==> run_1/port_trees.png <==
Scale bar: 10 um.
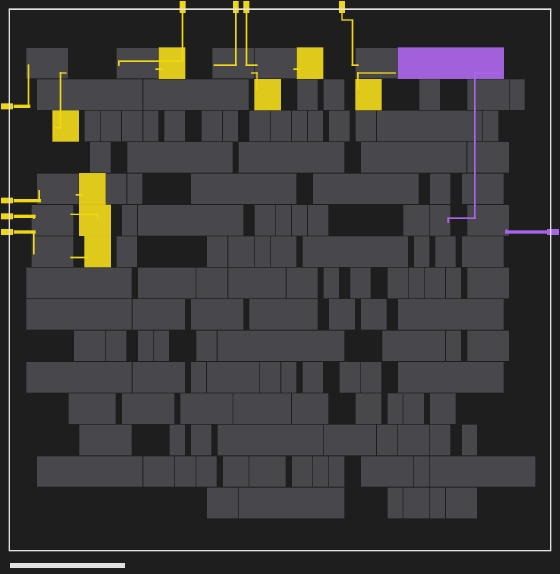
==> run_1/placed.png <==
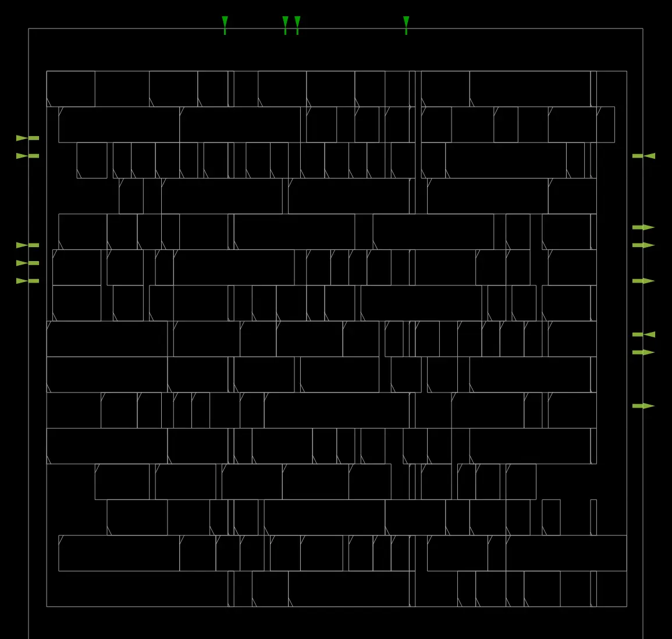
==> run_1/layers.png <==
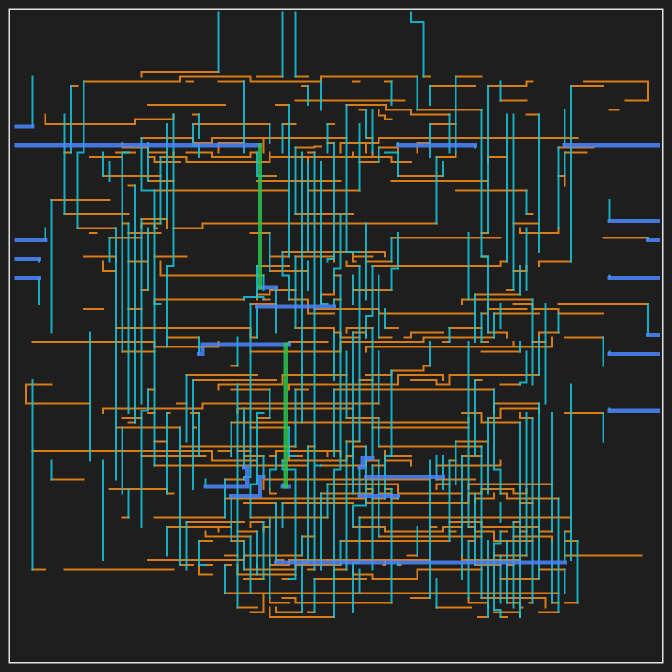
$ cat config.mk
export PLATFORM = sky130hd
export DESIGN_NAME = seq_frame_gen
export DESIGN_NICKNAME = d
export VERILOG_FILES = /design/src/rtl/seq_frame_gen.sv
export SDC_FILE = /design/constraint.sdc
export NUM_CORES = 1
export LEC_CHECK = 0
export CORE_MARGIN = 1
export CORE_UTILIZATION = 57
export CTS_BUF_LIST = sky130_fd_sc_hd__clkbuf_8 sky130_fd_sc_hd__clkbuf_16
export DETAILED_ROUTE_END_ITERATION = 8
export PLACE_DENSITY = 0.83
export SLEW_MARGIN = 20
export SYNTH_ARGS = -nofsm -noshare
export SYNTH_HDL_FRONTEND = slang
export SYNTH_SLANG_ARGS = --single-unit
$ cat constraint.sdc
create_clock -name clk -period 2.3 [get_ports clk]
set_input_delay 0.345 -clock clk [delete_from_list [all_inputs] [get_ports clk]]
set_output_delay 0.345 -clock clk [all_outputs]
set_load 0.01 [all_outputs]
$ cat src/rtl/seq_frame_gen.sv
// rtl/seq_frame_gen.sv - serial frame generator: preamble, MSB-first payload, zero guard bits
module seq_frame_gen #(
   parameter int DATA_W = 8,
   parameter int PRE_W = 3,
   parameter logic [PRE_W-1:0] PREAMBLE = 3'b101,
   parameter int GAP_LEN = 2
) (
   input  logic              clk,
   input  logic              rst,
   input  logic              start,
   input  logic [DATA_W-1:0] data_in,
   output logic              ready,
   output logic              busy,
   output logic              x_out,
   output logic              frame_bit,
   output logic              done
);

   localparam int SW = PRE_W + DATA_W;
   localparam int MAXL = (PRE_W > DATA_W) ? ((PRE_W > GAP_LEN) ? PRE_W : GAP_LEN)
                                          : ((DATA_W > GAP_LEN) ? DATA_W : GAP_LEN);
   localparam int CW = $clog2(MAXL + 1);
   localparam logic [CW-1:0] PRE_LAST = CW'(PRE_W - 1);
   localparam logic [CW-1:0] DATA_LAST = CW'(DATA_W - 1);
   localparam logic [CW-1:0] GAP_LAST = (GAP_LEN > 0) ? CW'(GAP_LEN - 1) : '0;

   typedef enum logic [1:0] {IDLE, PRE, DATA, GAP} state_t;

   state_t         state, state_n;
   logic [CW-1:0]  cnt, cnt_n;
   logic [SW-1:0]  shreg, shreg_n;
   logic           x_n, busy_n, fb_n, done_n;
   logic [SW-1:0]  load_word;

   // Preamble and payload share one shift register so every bit leaves from the MSB.
   assign load_word = {PREAMBLE, data_in};
   assign ready = ~busy;

   always_ff @(posedge clk or posedge rst) begin
      if (rst) begin
         state     <= IDLE;
         cnt       <= '0;
         shreg     <= '0;
         x_out     <= 1'b0;
         busy      <= 1'b0;
         frame_bit <= 1'b0;
         done      <= 1'b0;
      end else begin
         state     <= state_n;
         cnt       <= cnt_n;
         shreg     <= shreg_n;
         x_out     <= x_n;
         busy      <= busy_n;
         frame_bit <= fb_n;
         done      <= done_n;
      end
   end

   always_comb begin
      state_n = state;
      cnt_n   = cnt;
      shreg_n = shreg;
      x_n     = x_out;
      busy_n  = busy;
      fb_n    = frame_bit;
      done_n  = 1'b0;
      case (state)
         IDLE: begin
            x_n    = 1'b0;
            busy_n = 1'b0;
            fb_n   = 1'b0;
            if (start) begin
               state_n = PRE;
               cnt_n   = '0;
               x_n     = load_word[SW-1];
               shreg_n = load_word << 1;
               busy_n  = 1'b1;
               fb_n    = 1'b1;
            end
         end
         PRE: begin
            x_n     = shreg[SW-1];
            shreg_n = shreg << 1;
            if (cnt == PRE_LAST) begin
               state_n = DATA;
               cnt_n   = '0;
            end else begin
               cnt_n = cnt + CW'(1);
            end
         end
         DATA: begin
            if (cnt == DATA_LAST) begin
               cnt_n   = '0;
               x_n     = 1'b0;
               fb_n    = 1'b0;
               shreg_n = '0;
               if (GAP_LEN > 0) begin
                  state_n = GAP;
               end else begin
                  state_n = IDLE;
                  busy_n  = 1'b0;
                  done_n  = 1'b1;
               end
            end else begin
               x_n     = shreg[SW-1];
               shreg_n = shreg << 1;
               cnt_n   = cnt + CW'(1);
            end
         end
         GAP: begin
            x_n  = 1'b0;
            fb_n = 1'b0;
            if (cnt == GAP_LAST) begin
               state_n = IDLE;
               cnt_n   = '0;
               busy_n  = 1'b0;
               done_n  = 1'b1;
            end else begin
               cnt_n = cnt + CW'(1);
            end
         end
         default: state_n = IDLE;
      endcase
   end

endmodule

==> impl_metrics.ini, run 1 <==
; yosys + openroad results
[clocking]
cts_post_setup_buffers_inserted = 0
cts_hold_buffers = 0
cts_root_buffer = clkbuf_8
cts_tree = built
clk_pin_slew_ns = 0.08
cts_made_buffers = 3
htreeDepth = 1
clock-sinks = 20
clk_path_buf_depth = 2
clock_latency_ns = 0.26

[timing]
max_slew_margin = 0.495
fin_skew_ns = 0.00327
hold_slack_ns = 0.501
period_needed_ns = 1.90
setup_violations = 0
finalCritPeriodShare = 0.827
tightest_slew_ns = 0.757
rsz0062_at_grt = false
finalSetupTns_ns = 0

[die]
die_h_um = 46.8
chipArea_mm2 = 0.00219
die_width_um = 46.8
core_area_mm2 = 0.00180

[place]
dp_hpwl_um = 1640
dpl-instance-area_mm2 = 0.00130
place_congestion = 0.843
pre_cts_ws_ns = 0.340

[pwr]
power_leader = combinational logic
switching_share = 0.422
clk-power_w = 0.000349
p_int_w = 0.00122
power.share.sequential = 0.296
p_comb_w = 0.00114
irDropWorstVdd_uv = 1330
power.density_mw_per_mm2 = 1540
power_leakage_nw = 0.603
clockPowerShare = 0.165
seq_power_w = 0.000625
p_switching_w = 0.000891

[finish]
n_all_inverters = 8
comb_area_share = 0.425
comb_area_um2 = 584
lay_top_count = dfrtp_1
dominant_cells = combinational gates
seq_area_um2 = 500
bufAreaShareNonClock = 0.115
nClkBuffers = 3
clkCellAreaFrac = 0.0519
finalNetCount = 162
drive_gt1_frac = 0.0775
nNonClkBuffers = 16
design_area_mm2 = 0.00138
comb.multi_input.count = 94
n_sequential_cell = 20

[setup_path]
r2r_slack_ns = 0.40
cp.depth = 6
crit_required_ns = 2.50
rr_endpoint = cnt[2]
crit_path_end = cnt[2]
worst_r2r_path_depth = 6
r2r-start = state[0]
crit_chain = inv_1, ha_1, nor2b_1, nor2_1, a211oi_1, o31a_1
critPathSlowestCell = nor2b_1
cp-startpoint = state[0]
crit_type = reg -> reg
crit_fanout = 8
endpoint_kind = flip-flop
cp.arrival_ns = 2.10
critPathBufInv = 1
cp_top_family = simple AND/OR/NAND/NOR gates

[min_path]
whs_path_depth = 2
hp-start = shreg[10]
worst_hold_path.endpoint = shreg[10]
min_path_type = reg -> reg

[routing]
ant_nets = 0
vias_per_cell = 5.72
drt-initial-drc-count = 27
drc_errors = 0

[synth]
synth_flops = 20
syn-instance-count = 128
ys_seq_frac = 0.438
yosysChipArea_mm2 = 0.00114
ys_types = 27
netlist_area_mm2 = 0.00114
synth.avg_cell_area_um2 = 8.92
ys_cells = 128

[grt]
grt-ovfl-total = 0
grt_max_degree = 21
grt_pass1_vias = 852
grt_first_pass_wirelength_um = 3790

[job]
warnings = 32
drv_cap = 0

[run_status]
outcome = completed
Notes on port_trees.png above:
Key: yellow = data_in [direction input, edge 4 west, 4 north, end cells 8, buffers 8, wire 58.4 um]; purple = frame_bit [direction output, edge east, end cells 1, buffers 1, wire 21.1 um]
I/O Buffers: 15
IO Pins: 16

Notes on placed.png above:
final std cells w/o fill: 167
final core utilization: 0.763
register share of the cell area: 0.364
Site Rows: 15
number of well taps: 25

Notes on layers.png above:
Key: green = M4 [wire length 20.4 um]; orange = M1 [wire length 1100 um]; cyan = M2 [wire length 1110 um]; blue = M3 [wire length 104 um]
Routed WL per cell: 14.0 um
GR Util All Layers: 0.254
vias: 955
routed wire length: 2330 um

run 1: cell families (layout without fill, tap and decap cells):
logic type,count (synthesis),count (layout),synth area share
AND-OR/OR-AND,42,42,0.217
adder cells (fa/ha/maj),8,8,0.0876
buffers and inverters,14,28,0.0504
flip-flops,20,20,0.438
multiplexers,1,1,0.00986
AND/OR/NAND/NOR,43,43,0.197
run 1: metrics by stage:
| step | utilization | total power (W) | cells |
|---|---|---|---|
| 4_1_cts | 0.763 | 0.00212 | 167 |
| 5_1_grt | 0.763 | 0.00228 | 167 |
| 3_3_place_gp | 0.724 | 0.00170 | 163 |
| 2_1_floorplan | - | 0.00145 | 128 |
| 3_5_place_dp | 0.724 | 0.00176 | 163 |
| 6_report | 0.763 | 0.00211 | 167 |
run 1: sequential cells by signal, indices dropped and copies added, names as in the netlist:
name	count
state	2
x_out	1
shreg	10
done	1
busy	1
cnt	4
frame_bit	1
run 1: metal layers:
metal,up-vias,track usage,part of all wire
met5,-,0,0
met4,0,0.0686,0.0086
met3,4,0.0462,0.045
met2,33,0.414,0.48
met1,451,0.353,0.47
li1,467,-,-
run 1: cells in the mapped netlist, drive strengths merged:
cell type | n | area (um2)
o221ai | 1 | 15.0
nand2b | 2 | 12.5
or4 | 1 | 7.51
nand2 | 7 | 26.3
and3 | 1 | 6.26
a211oi | 3 | 22.5
nor3 | 3 | 26.3
a31oi | 3 | 25.0
inv | 8 | 30.0
clkbuf | 2 | 7.51
o31a | 1 | 8.76
nand3b | 1 | 7.51
a21oi | 18 | 90.1
ha | 8 | 100
mux2 | 1 | 11.3
o21ai | 14 | 70.1
o21a | 2 | 16.3
nand3 | 2 | 10.0
nor2b | 9 | 56.3
dfrtp | 20 | 500
buf | 4 | 20.0
nor3b | 1 | 7.51
nor2 | 16 | 65.1
==> run_1/class_map.png <==
Fill, decap, tap and diode cells in gray.
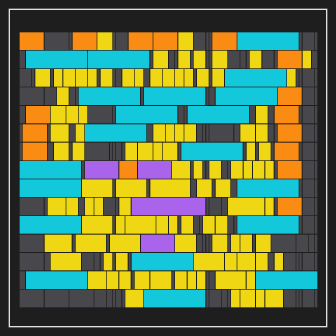

==> run 2, diff against run 1 <==
--- a/config.mk
+++ b/config.mk
@@ -6,10 +6,10 @@
 export NUM_CORES = 1
 export LEC_CHECK = 0
 export CORE_MARGIN = 1
-export CORE_UTILIZATION = 57
+export CORE_UTILIZATION = 53
 export CTS_BUF_LIST = sky130_fd_sc_hd__clkbuf_8 sky130_fd_sc_hd__clkbuf_16
 export DETAILED_ROUTE_END_ITERATION = 8
-export PLACE_DENSITY = 0.83
+export PLACE_DENSITY = 0.78
 export SLEW_MARGIN = 20
 export SYNTH_ARGS = -nofsm -noshare
 export SYNTH_HDL_FRONTEND = slang
==> constraint.sdc (replaced) <==
create_clock -name clk -period 1.9 [get_ports clk]
set_input_delay 0.285 -clock clk [delete_from_list [all_inputs] [get_ports clk]]
set_output_delay 0.285 -clock clk [all_outputs]
set_load 0.01 [all_outputs]
==> run_2/class_map.png <==
Fill, decap, tap and diode cells in gray.
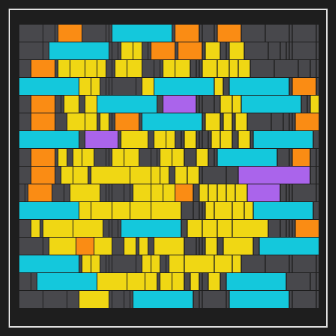
Key: cyan = registers [cells 20, share of their area 37%]; orange = remaining buffers and delay cells [cells 18, share of their area 13%]; purple = clock drivers and dummy loads [cells 4, share of their area 5.2%]; yellow = remaining logic cells [cells 102, share of their area 46%]
final core utilization: 0.699
Site Rows: 16

==> run_2/layers.png <==
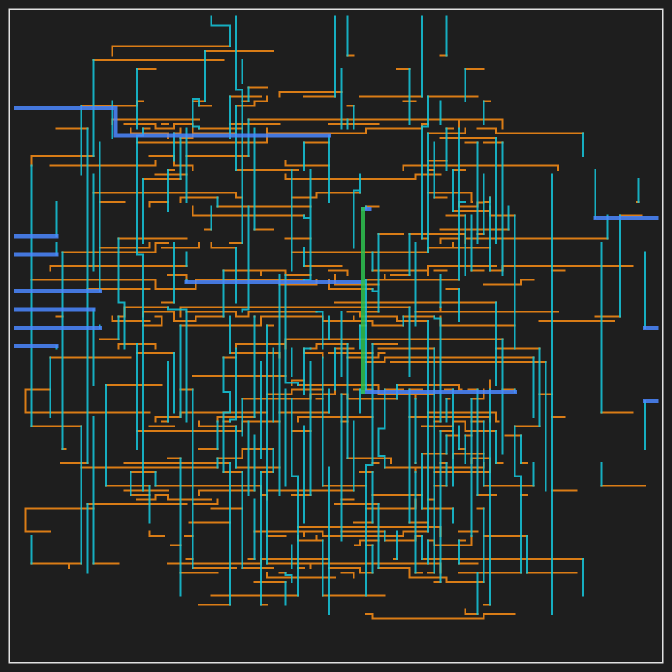
routed wire length: 2300 um
GR Util All Layers: 0.221
Routed WL per cell: 13.4 um
vias: 937

==> run 2 against run 1 <==
- non-clock buffer count rose by 2
- core utilization decreased by 6.4 points
- wire length decreased by 1.4%
- via count shrank 1.9%
- power rose by 22%
- cell count increased by 2.4%
- setup slack worse by 0.26 ns
- synthesized cell count is the same
- global-route usage down 3.3 points
- first-iteration DRC count is 52% lower
- register-to-register slack got worse by 0.26 ns
- clock power up 23%
- largest power group unchanged
- highest routed layer unchanged
==> impl_metrics.ini, run 2 <==
; yosys + openroad results
[place]
port_buffers = 15
dpl-instance-area_mm2 = 0.00131
dp_hpwl_um = 1700
dp.cells = 166
pre_cts_ws_ns = -0.0304
place_congestion = 0.832

[synth]
ys_cells = 128
top_logic_kind = AND-OR/OR-AND gates
synth_flops = 20
ys_sh_aoi = 0.217
edf_count = 0
synthArstFlopShare = 1.00
ys_seq_frac = 0.438
ys_sh_xor = 0
ys_sh_mux = 0.00986
top_cells_by_count = dfrtp_1, a21oi_1, nor2_1, o21ai_0, nor2b_1
ys_types = 27
netlist_area_mm2 = 0.00114
ys_sh_simple = 0.197
ys_warn_count = 0
flop_cell = dfrtp_1
top_cells_by_area = dfrtp_1, ha_1, a21oi_1
yosysChipArea_mm2 = 0.00114
synth_nets = 147
synthMostInstantiatedCell = dfrtp_1
synth_top_area_share = 0.438
largest_area_cell = dfrtp_1
fa_ha_area_frac = 0.0876
synth.avg_cell_area_um2 = 8.92
syn-instance-count = 128

[clocking]
htreeDepth = 1
clk_path_buf_depth = 2
cts-resized-gates = 1
cts_root_buffer = clkbuf_8
cts_hold_buffers = 0
clk_pin_slew_ns = 0.08
cts_post_setup_buffers_inserted = 0
cts_tree = built
cts_made_buffers = 3
clock-sinks = 20
clock_latency_ns = 0.27

[setup_path]
critPathLaunchType = flip-flop
crit_required_ns = 2.07
r2r_slack_ns = 0.14
critPathSlowestCell = or4_1
crit_type = reg -> reg
r2r-start = state[1]
cp.arrival_ns = 1.93
critPathMaxStageDelay_ns = 0.43
crit_fanout = 8
endpoint_kind = flip-flop
crit_path_end = state[0]
crit_chain = inv_1, ha_1, nor2_1, o221ai_2, or4_1, o21a_1
worst_r2r_path_depth = 6
cp-startpoint = state[1]
rr_endpoint = state[0]

[die]
initial_core_util = 0.571
ioPinCount = 16
core_area_mm2 = 0.00200
die_width_um = 48.4
chipArea_mm2 = 0.00234
die_h_um = 48.4

[timing]
fin_skew_ns = 0.0142
rsz0062_at_grt = false
max_freq_mhz = 568
finalMaxSlewViolations = 0
setup_violations = 0
hold_viol = 0
period_needed_ns = 1.76
tightest_slew_ns = 0.423
max_slew_margin = 0.717
finalCritPeriodShare = 0.926
setup_ws_ns = 0.140
hold_slack_ns = 0.344
finalSetupTns_ns = 0

[finish]
design_area_mm2 = 0.00140
drive_gt1_frac = 0.0972
syn_to_final_growth_pct = 22.6
top_regs = shreg (10), cnt (4), state (2)
fillers = 172
antenna_cells = 0
finalNetCount = 164
stdcell_count = 171
most-common-layout-cells = dfrtp_1, a21oi_1, clkdlybuf4s50_1
largest_register_ffs = 10
lay_top_count = dfrtp_1
largest-register = shreg

[pwr]
power.density_mw_per_mm2 = 1850
power_w = 0.00259
irDropWorstVdd_uv = 1180
power_leakage_nw = 0.615

[routing]
drt-initial-drc-count = 13
ant_nets = 0
drtPass1Iterations = 4
vias_per_cell = 5.48
drc_errors = 0

[job]
warnings = 32
drv_cap = 0

[grt]
antenna_found_initial = 0
grt_pass1_vias = 942
grt_max_degree = 21
grt_first_pass_wirelength_um = 3980
grt-ovfl-total = 0

[run_status]
outcome = completed

[min_path]
min_path_type = in -> async
## run 2: where the power goes
| part | internal, W | switching (W) |
|---|---|---|
| combinational | 0.000606 | 0.000796 |
| clock | 0.000282 | 0.000149 |
| sequential | 0.000625 | 0.000131 |
## run 2: final cells by class
| class | count | area (um2) | area share |
|---|---|---|---|
| Clock buffer | 3 | 41.3 | 0.0295 |
| Clock inverter | 1 | 30.0 | 0.0214 |
| Inverter | 8 | 30.0 | 0.0214 |
| Multi-Input combinational cell | 94 | 592 | 0.423 |
| Sequential cell | 20 | 500 | 0.357 |
| Tap cell | 27 | 33.8 | 0.0241 |
| Timing Repair Buffer | 18 | 173 | 0.123 |
## run 2: logic make-up (layout without fill, tap and decap cells)
| logic type | Yosys count | count (layout) |
|---|---|---|
| AND-OR/OR-AND | 42 | 42 |
| adder cells (fa/ha/maj) | 8 | 8 |
| buffers and inverters | 14 | 30 |
| flip-flops | 20 | 20 |
| multiplexers | 1 | 1 |
| AND/OR/NAND/NOR | 43 | 43 |
## run 2: worst min-delay path by stage
stage	start	end	slack, ns	cells past startpoint
2_1_floorplan	rst	busy	0.25	1
3_3_place_gp	shreg[10]	shreg[10]	0.49	2
3_5_place_dp	shreg[10]	shreg[10]	0.49	2
4_1_cts	rst	cnt[3]	0.35	3
5_1_grt	rst	cnt[2]	0.38	3
6_report	rst	cnt[3]	0.34	3
## run 2: metal layers
metal	wire length (um)	vias to the layer above	track usage
li1	-	469	-
met1	1100	452	0.283
met2	1100	13	0.366
met3	83	3	0.0660
met4	13	0	0.0588
met5	0	-	0
## run 2: worst max-delay path, delay by kind of cell (launching register included)
family / cells / cell delay (ns)
AOI/OAI and AO/OA: 2 / 0.29
adders and majority gates: 1 / 0.28
buffers and inverters: 1 / 0.09
DFF: 1 / 0.39
and+or+nand+nor: 2 / 0.60
Power and IR drop assume default switching activity.
